<file path="src/rtl/ref_window_fetcher_if.sv">
// rtl/ref_window_fetcher_if.sv - block start, frame memory read and line stream bundle
interface ref_window_fetcher_if #(
  parameter int ADDR_W = 12
);
  logic                start;
  logic [7:0]          coord_x;
  logic [7:0]          coord_y;
  logic signed [14:0]  mv_x_integer;
  logic signed [14:0]  mv_y_integer;
  logic                mem_rd_en;
  logic [ADDR_W-1:0]   mem_addr;
  logic [7:0]          mem_rd_data;
  logic [71:0]         line_out;
  logic                line_valid;
  logic                line_pop;
  logic                busy;
  logic                done;

  modport slave (
    input  start, coord_x, coord_y, mv_x_integer, mv_y_integer, mem_rd_data, line_pop,
    output mem_rd_en, mem_addr, line_out, line_valid, busy, done
  );

  modport master (
    output start, coord_x, coord_y, mv_x_integer, mv_y_integer, mem_rd_data, line_pop,
    input  mem_rd_en, mem_addr, line_out, line_valid, busy, done
  );
endinterface

</file>
<file path="src/rtl/ref_window_fetcher.sv">
// rtl/ref_window_fetcher.sv - fetches a clamped 9x9 reference window and streams it as 9 lines
module ref_window_fetcher #(
  parameter int FRAME_W    = 64,
  parameter int FRAME_H    = 64,
  parameter int ADDR_W     = 12,
  parameter int WIN        = 9,
  parameter int TAP_OFF    = 2,
  parameter int FIFO_DEPTH = 2
) (
  input  logic                 clk,
  input  logic                 rst,
  ref_window_fetcher_if.slave  bus
);
  localparam int CNT_W = $clog2(FIFO_DEPTH + 1);
  localparam int PTR_W = $clog2(FIFO_DEPTH);
  localparam logic [3:0] LAST = 4'(WIN - 1);

  typedef enum logic [2:0] {IDLE, CALC, FETCH, HOLD, DRAIN} state_t;

  state_t             state;
  logic               busy_r, done_r, rd_en_r;
  logic [ADDR_W-1:0]  addr_r;
  logic [7:0]         lat_x, lat_y;
  logic [14:0]        lat_mvx, lat_mvy;
  logic signed [16:0] x0, y0, x0_c, y0_c;
  logic [3:0]         row_cnt, col_cnt, pop_cnt;
  logic [CNT_W-1:0]   asm_cnt, count;
  logic [PTR_W-1:0]   wr_ptr, rd_ptr;
  logic               rd_en_q, rd_last_q;
  logic [63:0]        shreg;
  logic [71:0]        fifo_mem [FIFO_DEPTH];
  logic               pop_fire, push, slot_free, start_line;
  logic [CNT_W:0]     occ;

  // Clamping each coordinate into the frame replicates edge samples.
  function automatic logic [ADDR_W-1:0] win_addr(input logic signed [16:0] ox, input logic signed [16:0] oy,
                                                 input logic [3:0] r, input logic [3:0] c);
    logic signed [16:0] px, py;
    logic [ADDR_W-1:0]  col, row;
    px = ox + $signed({13'd0, c});
    py = oy + $signed({13'd0, r});
    if (px < 0)                col = '0;
    else if (px > FRAME_W - 1) col = ADDR_W'(FRAME_W - 1);
    else                       col = px[ADDR_W-1:0];
    if (py < 0)                row = '0;
    else if (py > FRAME_H - 1) row = ADDR_W'(FRAME_H - 1);
    else                       row = py[ADDR_W-1:0];
    return row * ADDR_W'(FRAME_W) + col;
  endfunction

  always_comb begin
    x0_c = $signed({9'd0, lat_x}) + $signed({{2{lat_mvx[14]}}, lat_mvx}) - 17'(TAP_OFF);
    y0_c = $signed({9'd0, lat_y}) + $signed({{2{lat_mvy[14]}}, lat_mvy}) - 17'(TAP_OFF);
  end

  assign pop_fire  = bus.line_pop && (count != '0);
  assign push      = rd_last_q;
  // A same-cycle pop counts as a free slot; a same-cycle push just moves a line from assembly to FIFO.
  assign occ       = (CNT_W+1)'(count) + (CNT_W+1)'(asm_cnt) - (CNT_W+1)'(pop_fire);
  assign slot_free = occ < (CNT_W+1)'(FIFO_DEPTH);

  always_comb begin
    start_line = 1'b0;
    case (state)
      CALC:    start_line = 1'b1;
      FETCH:   start_line = (col_cnt == LAST) && (row_cnt != LAST) && slot_free;
      HOLD:    start_line = slot_free;
      default: start_line = 1'b0;
    endcase
  end

  always_ff @(posedge clk or posedge rst) begin
    if (rst) begin
      state   <= IDLE;
      busy_r  <= 1'b0;
      done_r  <= 1'b0;
      rd_en_r <= 1'b0;
      addr_r  <= '0;
      lat_x   <= '0;
      lat_y   <= '0;
      lat_mvx <= '0;
      lat_mvy <= '0;
      x0      <= '0;
      y0      <= '0;
      row_cnt <= '0;
      col_cnt <= '0;
      pop_cnt <= '0;
      asm_cnt <= '0;
    end else begin
      done_r  <= 1'b0;
      asm_cnt <= asm_cnt + CNT_W'(start_line) - CNT_W'(push);
      if (pop_fire) pop_cnt <= pop_cnt + 4'd1;
      case (state)
        IDLE: begin
          if (bus.start) begin
            lat_x   <= bus.coord_x;
            lat_y   <= bus.coord_y;
            lat_mvx <= bus.mv_x_integer;
            lat_mvy <= bus.mv_y_integer;
            busy_r  <= 1'b1;
            pop_cnt <= '0;
            state   <= CALC;
          end
        end
        CALC: begin
          x0      <= x0_c;
          y0      <= y0_c;
          rd_en_r <= 1'b1;
          addr_r  <= win_addr(x0_c, y0_c, 4'd0, 4'd0);
          row_cnt <= '0;
          col_cnt <= '0;
          state   <= FETCH;
        end
        FETCH: begin
          if (col_cnt != LAST) begin
            col_cnt <= col_cnt + 4'd1;
            addr_r  <= win_addr(x0, y0, row_cnt, col_cnt + 4'd1);
          end else if (row_cnt == LAST) begin
            rd_en_r <= 1'b0;
            state   <= DRAIN;
          end else begin
            row_cnt <= row_cnt + 4'd1;
            col_cnt <= '0;
            if (slot_free) begin
              addr_r <= win_addr(x0, y0, row_cnt + 4'd1, 4'd0);
            end else begin
              rd_en_r <= 1'b0;
              state   <= HOLD;
            end
          end
        end
        HOLD: begin
          if (slot_free) begin
            rd_en_r <= 1'b1;
            addr_r  <= win_addr(x0, y0, row_cnt, 4'd0);
            state   <= FETCH;
          end
        end
        DRAIN: begin
          if (pop_fire && pop_cnt == LAST) begin
            done_r <= 1'b1;
            busy_r <= 1'b0;
            state  <= IDLE;
          end
        end
        default: state <= IDLE;
      endcase
    end
  end

  // Read data lags the strobe by one cycle; samples enter on the right so sample 0 ends at the top byte.
  always_ff @(posedge clk or posedge rst) begin
    if (rst) begin
      rd_en_q   <= 1'b0;
      rd_last_q <= 1'b0;
      shreg     <= '0;
      count     <= '0;
      wr_ptr    <= '0;
      rd_ptr    <= '0;
      for (int i = 0; i < FIFO_DEPTH; i++) fifo_mem[i] <= '0;
    end else begin
      rd_en_q   <= rd_en_r;
      rd_last_q <= rd_en_r && (col_cnt == LAST);
      if (rd_en_q) shreg <= {shreg[55:0], bus.mem_rd_data};
      if (push) begin
        fifo_mem[wr_ptr] <= {shreg, bus.mem_rd_data};
        wr_ptr <= (wr_ptr == PTR_W'(FIFO_DEPTH - 1)) ? '0 : wr_ptr + PTR_W'(1);
      end
      if (pop_fire) rd_ptr <= (rd_ptr == PTR_W'(FIFO_DEPTH - 1)) ? '0 : rd_ptr + PTR_W'(1);
      count <= count + CNT_W'(push) - CNT_W'(pop_fire);
    end
  end

  assign bus.mem_rd_en  = rd_en_r;
  assign bus.mem_addr   = addr_r;
  assign bus.line_out   = fifo_mem[rd_ptr];
  assign bus.line_valid = (count != '0);
  assign bus.busy       = busy_r;
  assign bus.done       = done_r;
endmodule

</file>
<file path="src/flat_wrapper.sv">
// flat-port wrapper written by rule: the top's interface ports become plain ports
module ref_window_fetcher_flat 
#(
  parameter int FRAME_W    = 64,
  parameter int FRAME_H    = 64,
  parameter int ADDR_W     = 12,
  parameter int WIN        = 9,
  parameter int TAP_OFF    = 2,
  parameter int FIFO_DEPTH = 2
)
  (clk, rst, bus_start, bus_coord_x, bus_coord_y, bus_mv_x_integer, bus_mv_y_integer, bus_mem_rd_data, bus_line_pop, bus_mem_rd_en, bus_mem_addr, bus_line_out, bus_line_valid, bus_busy, bus_done);
  ref_window_fetcher_if #(.ADDR_W(ADDR_W)) bus_i ();
  input  logic clk;
  input  logic rst;
  input wire logic [$bits(bus_i.start)-1:0] bus_start;
  input wire logic [$bits(bus_i.coord_x)-1:0] bus_coord_x;
  input wire logic [$bits(bus_i.coord_y)-1:0] bus_coord_y;
  input wire logic [$bits(bus_i.mv_x_integer)-1:0] bus_mv_x_integer;
  input wire logic [$bits(bus_i.mv_y_integer)-1:0] bus_mv_y_integer;
  input wire logic [$bits(bus_i.mem_rd_data)-1:0] bus_mem_rd_data;
  input wire logic [$bits(bus_i.line_pop)-1:0] bus_line_pop;
  output wire logic [$bits(bus_i.mem_rd_en)-1:0] bus_mem_rd_en;
  output wire logic [$bits(bus_i.mem_addr)-1:0] bus_mem_addr;
  output wire logic [$bits(bus_i.line_out)-1:0] bus_line_out;
  output wire logic [$bits(bus_i.line_valid)-1:0] bus_line_valid;
  output wire logic [$bits(bus_i.busy)-1:0] bus_busy;
  output wire logic [$bits(bus_i.done)-1:0] bus_done;
  assign bus_i.start = bus_start;
  assign bus_i.coord_x = bus_coord_x;
  assign bus_i.coord_y = bus_coord_y;
  assign bus_i.mv_x_integer = bus_mv_x_integer;
  assign bus_i.mv_y_integer = bus_mv_y_integer;
  assign bus_i.mem_rd_data = bus_mem_rd_data;
  assign bus_i.line_pop = bus_line_pop;
  assign bus_mem_rd_en = bus_i.mem_rd_en;
  assign bus_mem_addr = bus_i.mem_addr;
  assign bus_line_out = bus_i.line_out;
  assign bus_line_valid = bus_i.line_valid;
  assign bus_busy = bus_i.busy;
  assign bus_done = bus_i.done;
  ref_window_fetcher #(.FRAME_W(FRAME_W), .FRAME_H(FRAME_H), .ADDR_W(ADDR_W), .WIN(WIN), .TAP_OFF(TAP_OFF), .FIFO_DEPTH(FIFO_DEPTH)) u_core (.clk(clk), .rst(rst), .bus(bus_i));
endmodule
</file>
<file path="config.mk">
export PLATFORM = sky130hd
export DESIGN_NAME = ref_window_fetcher_flat
export DESIGN_NICKNAME = d
export VERILOG_FILES = /design/src/rtl/ref_window_fetcher_if.sv /design/src/rtl/ref_window_fetcher.sv /design/src/flat_wrapper.sv
export SDC_FILE = /design/constraint.sdc
export NUM_CORES = 1
export LEC_CHECK = 0
export ABC_AREA = 0
export CAP_MARGIN = 20
export CORE_MARGIN = 5
export CORE_UTILIZATION = 53
export CTS_CLUSTER_DIAMETER = 60
export DETAILED_ROUTE_END_ITERATION = 8
export PLACE_DENSITY = 0.81
export SYNTH_ARGS = -nofsm -noshare
export SYNTH_HDL_FRONTEND = slang
export SYNTH_SLANG_ARGS = --single-unit
</file>
<file path="constraint.sdc">
create_clock -name clk -period 12.05 [get_ports clk]
set_input_delay 2.41 -clock clk [delete_from_list [all_inputs] [get_ports clk]]
set_output_delay 2.41 -clock clk [all_outputs]
set_load 0.05 [all_outputs]
</file>
**Run 1: pin map**

The bar under the picture is 50 microns long. Pins as bars across the die edge, other pins in gray.
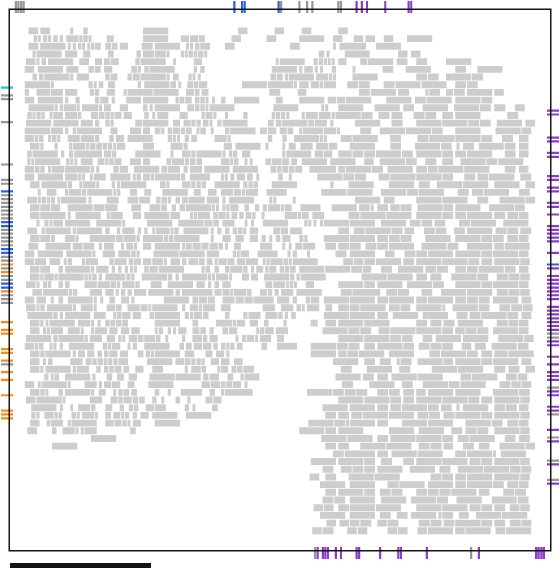
bus_mem_addr -> blue  # pins 12, direction output, edge 7 left, 4 top, 1 right
bus_mv_y_integer -> orange  # pins 15, direction input, edge left
clk -> cyan  # pins 1, direction input, edge left
bus_line_out -> purple  # pins 72, direction output, edge 49 right, 17 bottom, 6 top
all pins by edge = 57 right, 50 left, 20 top, 19 bottom
I/O Buffers: 145
die height: 191 microns
Die W: 191 microns

**Run 1: layout detail**

Region (133, 133) to (153, 153) microns. Cells in gray, sequential cells in the stronger gray; small squares are vias.
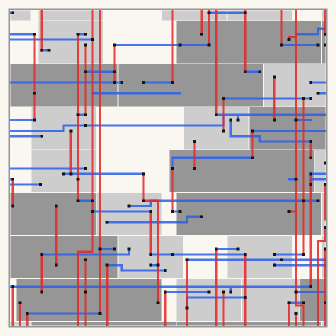
metal 2 -> red
metal 1 -> blue
netlist names of flops here include = u_core.fifo_mem (5), u_core.shreg (4)
most frequent = mux2_2 (9), dfrtp_1 (9), clkdlybuf4s50_1 (1)
sequential cells in the window = 9
cells with their middle in the window = 19

==> results.py, run 1 <==
# Synthesis and PnR figures
metrics = {
    "routing": {
        "ant_nets": 0,
        "wl_met3_mm": 1.98,
        "drc_errors": 0,
    },
    "worst_setup_path": {
        "cp_num_cells": 3,
        "crit_family": "buffers and inverters",
        "end_kind": "output port",
        "path_class": "flop to output port",
        "cp.required_ns": 9.64,
        "worstPathCellList": "buf_4, mux2_2, clkdlybuf4s50_1",
        "arrival_ns": 2.88,
        "r2r-start": "u_core.row_cnt[1]",
        "startpoint_type": "flop",
        "critPathMaxStageDelay_ns": 0.87,
        "worst-r2r-cell-count": 15,
        "critPathMaxFanout": 72,
        "path_buffers": 2,
    },
    "placement": {
        "dp.final_hpwl_mm": 25.1,
        "dpl_worst_slack_ns": 6.33,
        "dpl.cell_count": 2103,
    },
    "grt": {
        "grt_pass1_wl_mm": 61.0,
        "grt_max_degree": 101,
        "grt.overflow.total": 0,
        "grt_busiest_layer": "met2",
        "use_met3_pct": 3.89,
        "met2_usage_pct": 35.1,
        "antenna_found_initial": 0,
    },
    "cells_and_area": {
        "logic_area_sq_mm": 0.00864,
        "seq_area_share_pct": 40.0,
        "synthToLayoutAreaGrowth_pct": 17.6,
        "buffers_excl_clock": 154,
        "stdcell_area_sq_mm": 0.0204,
        "logic_gate_count": 1072,
        "dominant-cell-class": "logic gates",
        "seq_cells": 326,
        "final_cells": 2166,
        "final_common_cell": "dfrtp_1",
        "area_share_nonclk_buffers_pct": 7.54,
    },
    "status": {
        "status": "finished clean",
    },
    "clock_network": {
        "hold_buffers": 0,
        "cts_max_level": 2,
        "post_cts_resized": 0,
        "tritoncts": "yes",
        "clkTransAtPathRegs_ns": 0.06,
        "postCtsSetupRepairBufs": 0,
        "worstSkewPairLatency_ns": 0.52,
        "cts_buffers": 35,
    },
    "flow_run": {
        "maxCapViolCount": 0,
        "warning_count": 33,
    },
    "sta": {
        "drv_slew": 0,
        "timing.final.ws_setup_ns": 6.76,
        "slew_headroom_pct": 26.3,
        "rsz0062_at_grt": "no",
        "post-route-period-util_pct": 43.9,
        "finClkSkew_ns": 0.0189,
        "setup_viol": 0,
    },
    "synth": {
        "ys_warn_count": 0,
        "edf_count": 0,
        "syn-instance-count": 1551,
        "flop_cell": "dfrtp_1",
        "ys_sh_adder_pct": 7.57,
        "ys_async_sr_fraction_pct": 100,
        "ys_ff": 326,
        "syn_area_per_cell_sq_um": 11.2,
        "synthTopLogicFamily": "multiplexers",
        "synth_stat.cells": 1551,
        "synth_cell_type_count": 72,
        "ys_seq_share_pct": 47.0,
        "xor_area_share_pct": 3.63,
    },
    "die": {
        "dieArea_sq_mm": 0.0365,
    },
    "worst_hold_path": {
        "hp-start": "u_core.bus.mem_rd_en",
        "min_to": "u_core.rd_en_q",
        "worst_hold_path.num_cells": 0,
    },
}
**Run 1: placement density heat map**

19 x 19 tiles, from white (low) to dark blue (high), 0 to 100% covered.
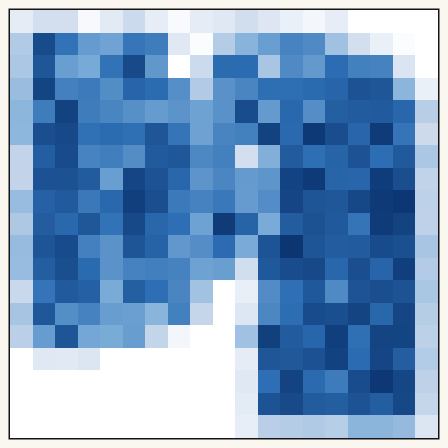
nearly empty tiles = 14%
tiles over 75% full = 38%
densest ninth of the die = right middle
emptiest ninth of the die = bottom left
mean over tiles = 54%
core area: 0.0325 sq mm
fp_density: 53.5%
Final Util: 62.9%

**Run 1: sizing map**

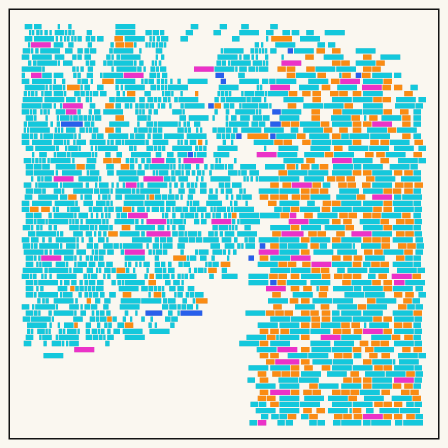
_0 and _1 cells -> cyan  # cells 1343
_6 and larger -> magenta  # cells 45
_3 and _4 cells -> blue  # cells 16
_2 cells -> orange  # cells 320

-- run 1: cell usage after synthesis, types with 22 or more instances --
master,instances,area [sq um]
xor2_1,30,263
nand2_1,115,432
dfrtp_1,326,8160
inv_1,110,413
xnor2_1,42,368
nor2_1,63,236
nand3_1,23,115
a21o_1,22,165
ha_1,89,1110
mux2_2,299,3370
a21oi_1,64,320
clkbuf_1,52,195
o21ai_0,89,445
-- run 1: flip-flops by register name, summed over array words and instances, names as in the netlist, 4 cells and up --
signal / flops
u_core.shreg: 64
u_core.col_cnt: 4
u_core.row_cnt: 4
u_core.fifo_mem: 144
u_core.y0: 17
u_core.bus.mem_addr: 12
u_core.x0: 17
u_core.lat_mvx: 15
u_core.lat_mvy: 15
u_core.lat_x: 8
u_core.lat_y: 8
u_core.pop_cnt: 4
**Run 1: placement view**

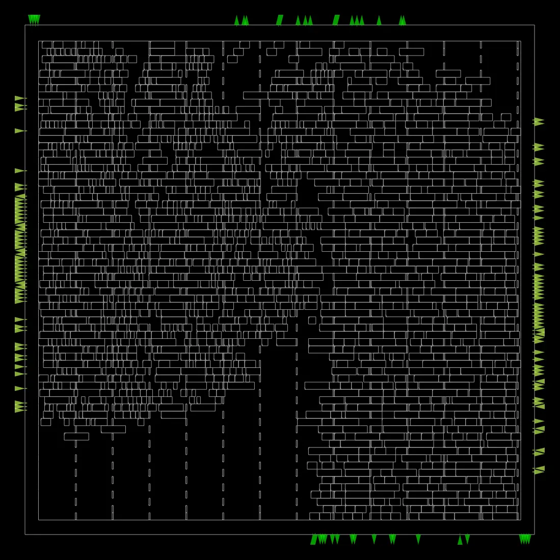

==> inputs of run 2 (changes only) <==
--- a/config.mk
+++ b/config.mk
@@ -8,10 +8,10 @@
 export ABC_AREA = 0
 export CAP_MARGIN = 20
 export CORE_MARGIN = 5
-export CORE_UTILIZATION = 53
+export CORE_UTILIZATION = 59
 export CTS_CLUSTER_DIAMETER = 60
 export DETAILED_ROUTE_END_ITERATION = 8
-export PLACE_DENSITY = 0.81
+export PLACE_DENSITY = 0.85
 export SYNTH_ARGS = -nofsm -noshare
 export SYNTH_HDL_FRONTEND = slang
 export SYNTH_SLANG_ARGS = --single-unit
==> constraint.sdc (replaced) <==
create_clock -name clk -period 5.4 [get_ports clk]
set_input_delay 1.08 -clock clk [delete_from_list [all_inputs] [get_ports clk]]
set_output_delay 1.08 -clock clk [all_outputs]
set_load 0.05 [all_outputs]
**Run 2: placement view**

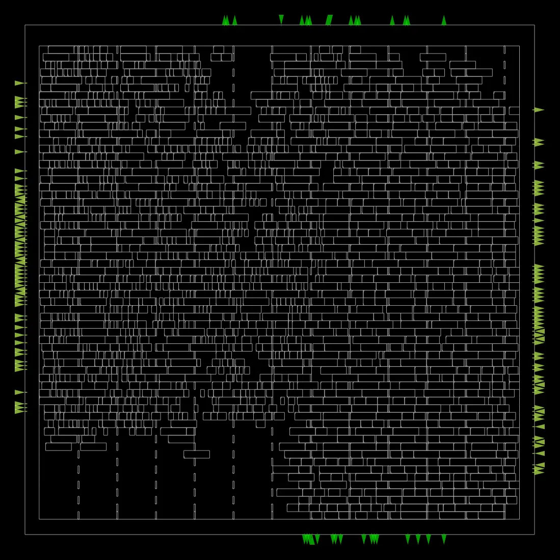
tap cell count: 384
core area: 0.0289 sq mm
fillers: 1971

**Run 2: placement density heat map**

18 x 18 tiles, from white (low) to dark blue (high), 0 to 100% covered.
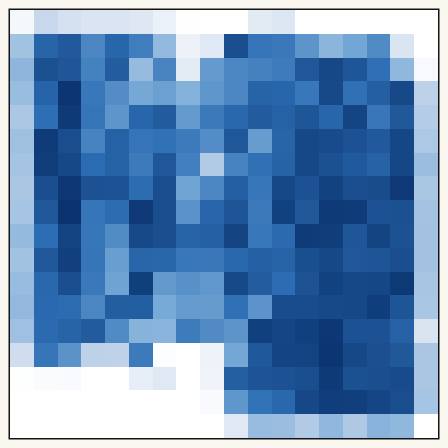
emptiest ninth of the die = bottom left
mean over tiles = 61%
tiles over 75% full = 47%

**Run 2: pin map**

The bar under the picture is 50 microns long. Pins as bars across the die edge, other pins in gray.
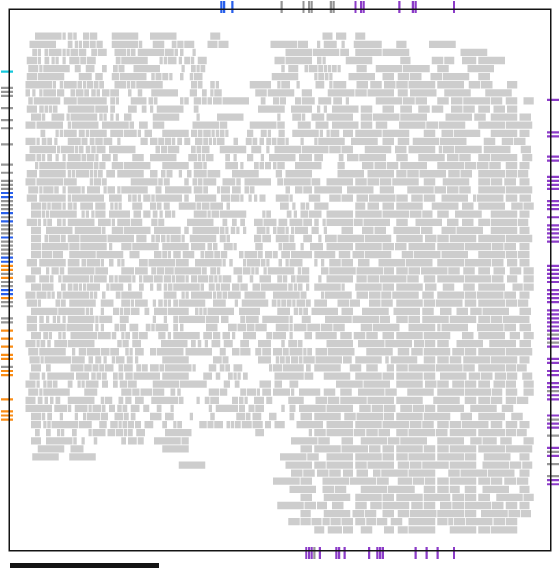
die height: 182 microns
Die W: 182 microns

==> run 2 against run 1 <==
Sequential share of layout area shrank 0.064 points. Final cell count down 2.4%. Core utilization is 7.9 points higher. Die size down 9.7%. Clock skew grew 0.014 ns.
==> results.py, run 2 <==
# Synthesis and PnR figures
metrics = {
    "status": {
        "status": "finished clean",
    },
    "clock_network": {
        "worstSkewPairLatency_ns": 0.53,
        "cts_max_level": 2,
        "hold_buffers": 0,
        "tritoncts": "yes",
        "postCtsSetupRepairBufs": 0,
        "cts_buffers": 36,
        "clkTransAtPathRegs_ns": 0.06,
    },
    "worst_setup_path": {
        "cp_num_cells": 13,
        "arrival_ns": 4.64,
        "path_buffers": 1,
        "path_class": "flop to flop",
        "worstPathCellList": "ha_1, inv_1, fa_1, nand2b_1, a211oi_1, mux2_1, a2111oi_4, and3_1, a21oi_1, fa_1, a211oi_1, a21oi_1, mux2_2",
        "critPathMaxFanout": 6,
        "cp.required_ns": 5.80,
        "end_kind": "flop",
        "r2r-start": "u_core.row_cnt[0]",
        "startpoint_type": "flop",
        "crit_family": "AND-OR/OR-AND gates",
        "critPathMaxStageDelay_ns": 0.55,
    },
    "sta": {
        "drv_slew": 0,
        "post-route-period-util_pct": 78.6,
        "rsz0062_at_grt": "no",
        "slew_headroom_pct": 27.8,
        "final_hold_viol_count": 0,
        "setup_viol": 0,
        "finClkSkew_ns": 0.0325,
    },
    "synth": {
        "ys_async_sr_fraction_pct": 100,
        "edf_count": 0,
        "top_area_share_pct": 47.0,
        "top_cell": "dfrtp_1",
        "ys_ff": 326,
        "synth_cell_type_count": 72,
        "syn-instance-count": 1551,
        "common_cells": "dfrtp_1, mux2_2, nand2_1, inv_1",
        "flop_cell": "dfrtp_1",
        "ys_sh_adder_pct": 7.57,
        "ys_seq_share_pct": 47.0,
        "syn_area_per_cell_sq_um": 11.2,
        "xor_area_share_pct": 3.63,
        "synthTopLogicFamily": "multiplexers",
        "synth_stat.cells": 1551,
    },
    "die": {
        "dieArea_sq_mm": 0.0330,
        "fp_util_pct": 60.2,
    },
    "routing": {
        "drc_errors": 0,
        "wl_met3_mm": 1.95,
        "ant_nets": 0,
    },
    "cells_and_area": {
        "final_common_cell": "dfrtp_1",
        "largest_reg_flops": 144,
        "regMostFlops": "u_core.fifo_mem",
        "layout.nets": 1859,
        "final_cells": 2113,
        "synthToLayoutAreaGrowth_pct": 17.8,
    },
    "grt": {
        "grt_busiest_layer": "met2",
        "met1_usage_pct": 29.1,
        "met2_usage_pct": 38.7,
        "antenna_found_initial": 0,
        "use_met3_pct": 4.30,
        "grt_max_degree": 118,
    },
    "placement": {
        "port_buffers": 145,
        "dp.final_hpwl_mm": 25.4,
        "dpl.cell_count": 2047,
    },
    "worst_hold_path": {
        "worst_hold_path.num_cells": 0,
        "min_to": "u_core.rd_en_q",
        "hp-start": "u_core.bus.mem_rd_en",
    },
    "flow_run": {
        "maxCapViolCount": 0,
        "warning_count": 34,
    },
}
==> run 2: cell type report <==
| type | count | area [sq um] | share of cell area, % |
|---|---|---|---|
| tap | 384 | 480 | 2.35 |
| clock buffer | 50 | 1020 | 5.01 |
| sequential | 326 | 8160 | 39.9 |
| inverter | 110 | 417 | 2.04 |
| timing repair buffer | 156 | 1570 | 7.69 |
| multi-input combinational | 1072 | 8630 | 42.2 |
| clock inverter | 15 | 155 | 0.759 |
==> run 2: metrics by stage <==
stage | setup WS, ns | util (%)
3_5_place_dp | 1.08 | 66.7
4_1_cts | 1.18 | 70.8
2_1_floorplan | -0.0307 | -
3_3_place_gp | 1.10 | 66.7
6_report | 1.16 | 70.8
5_1_grt | 0.944 | 70.8
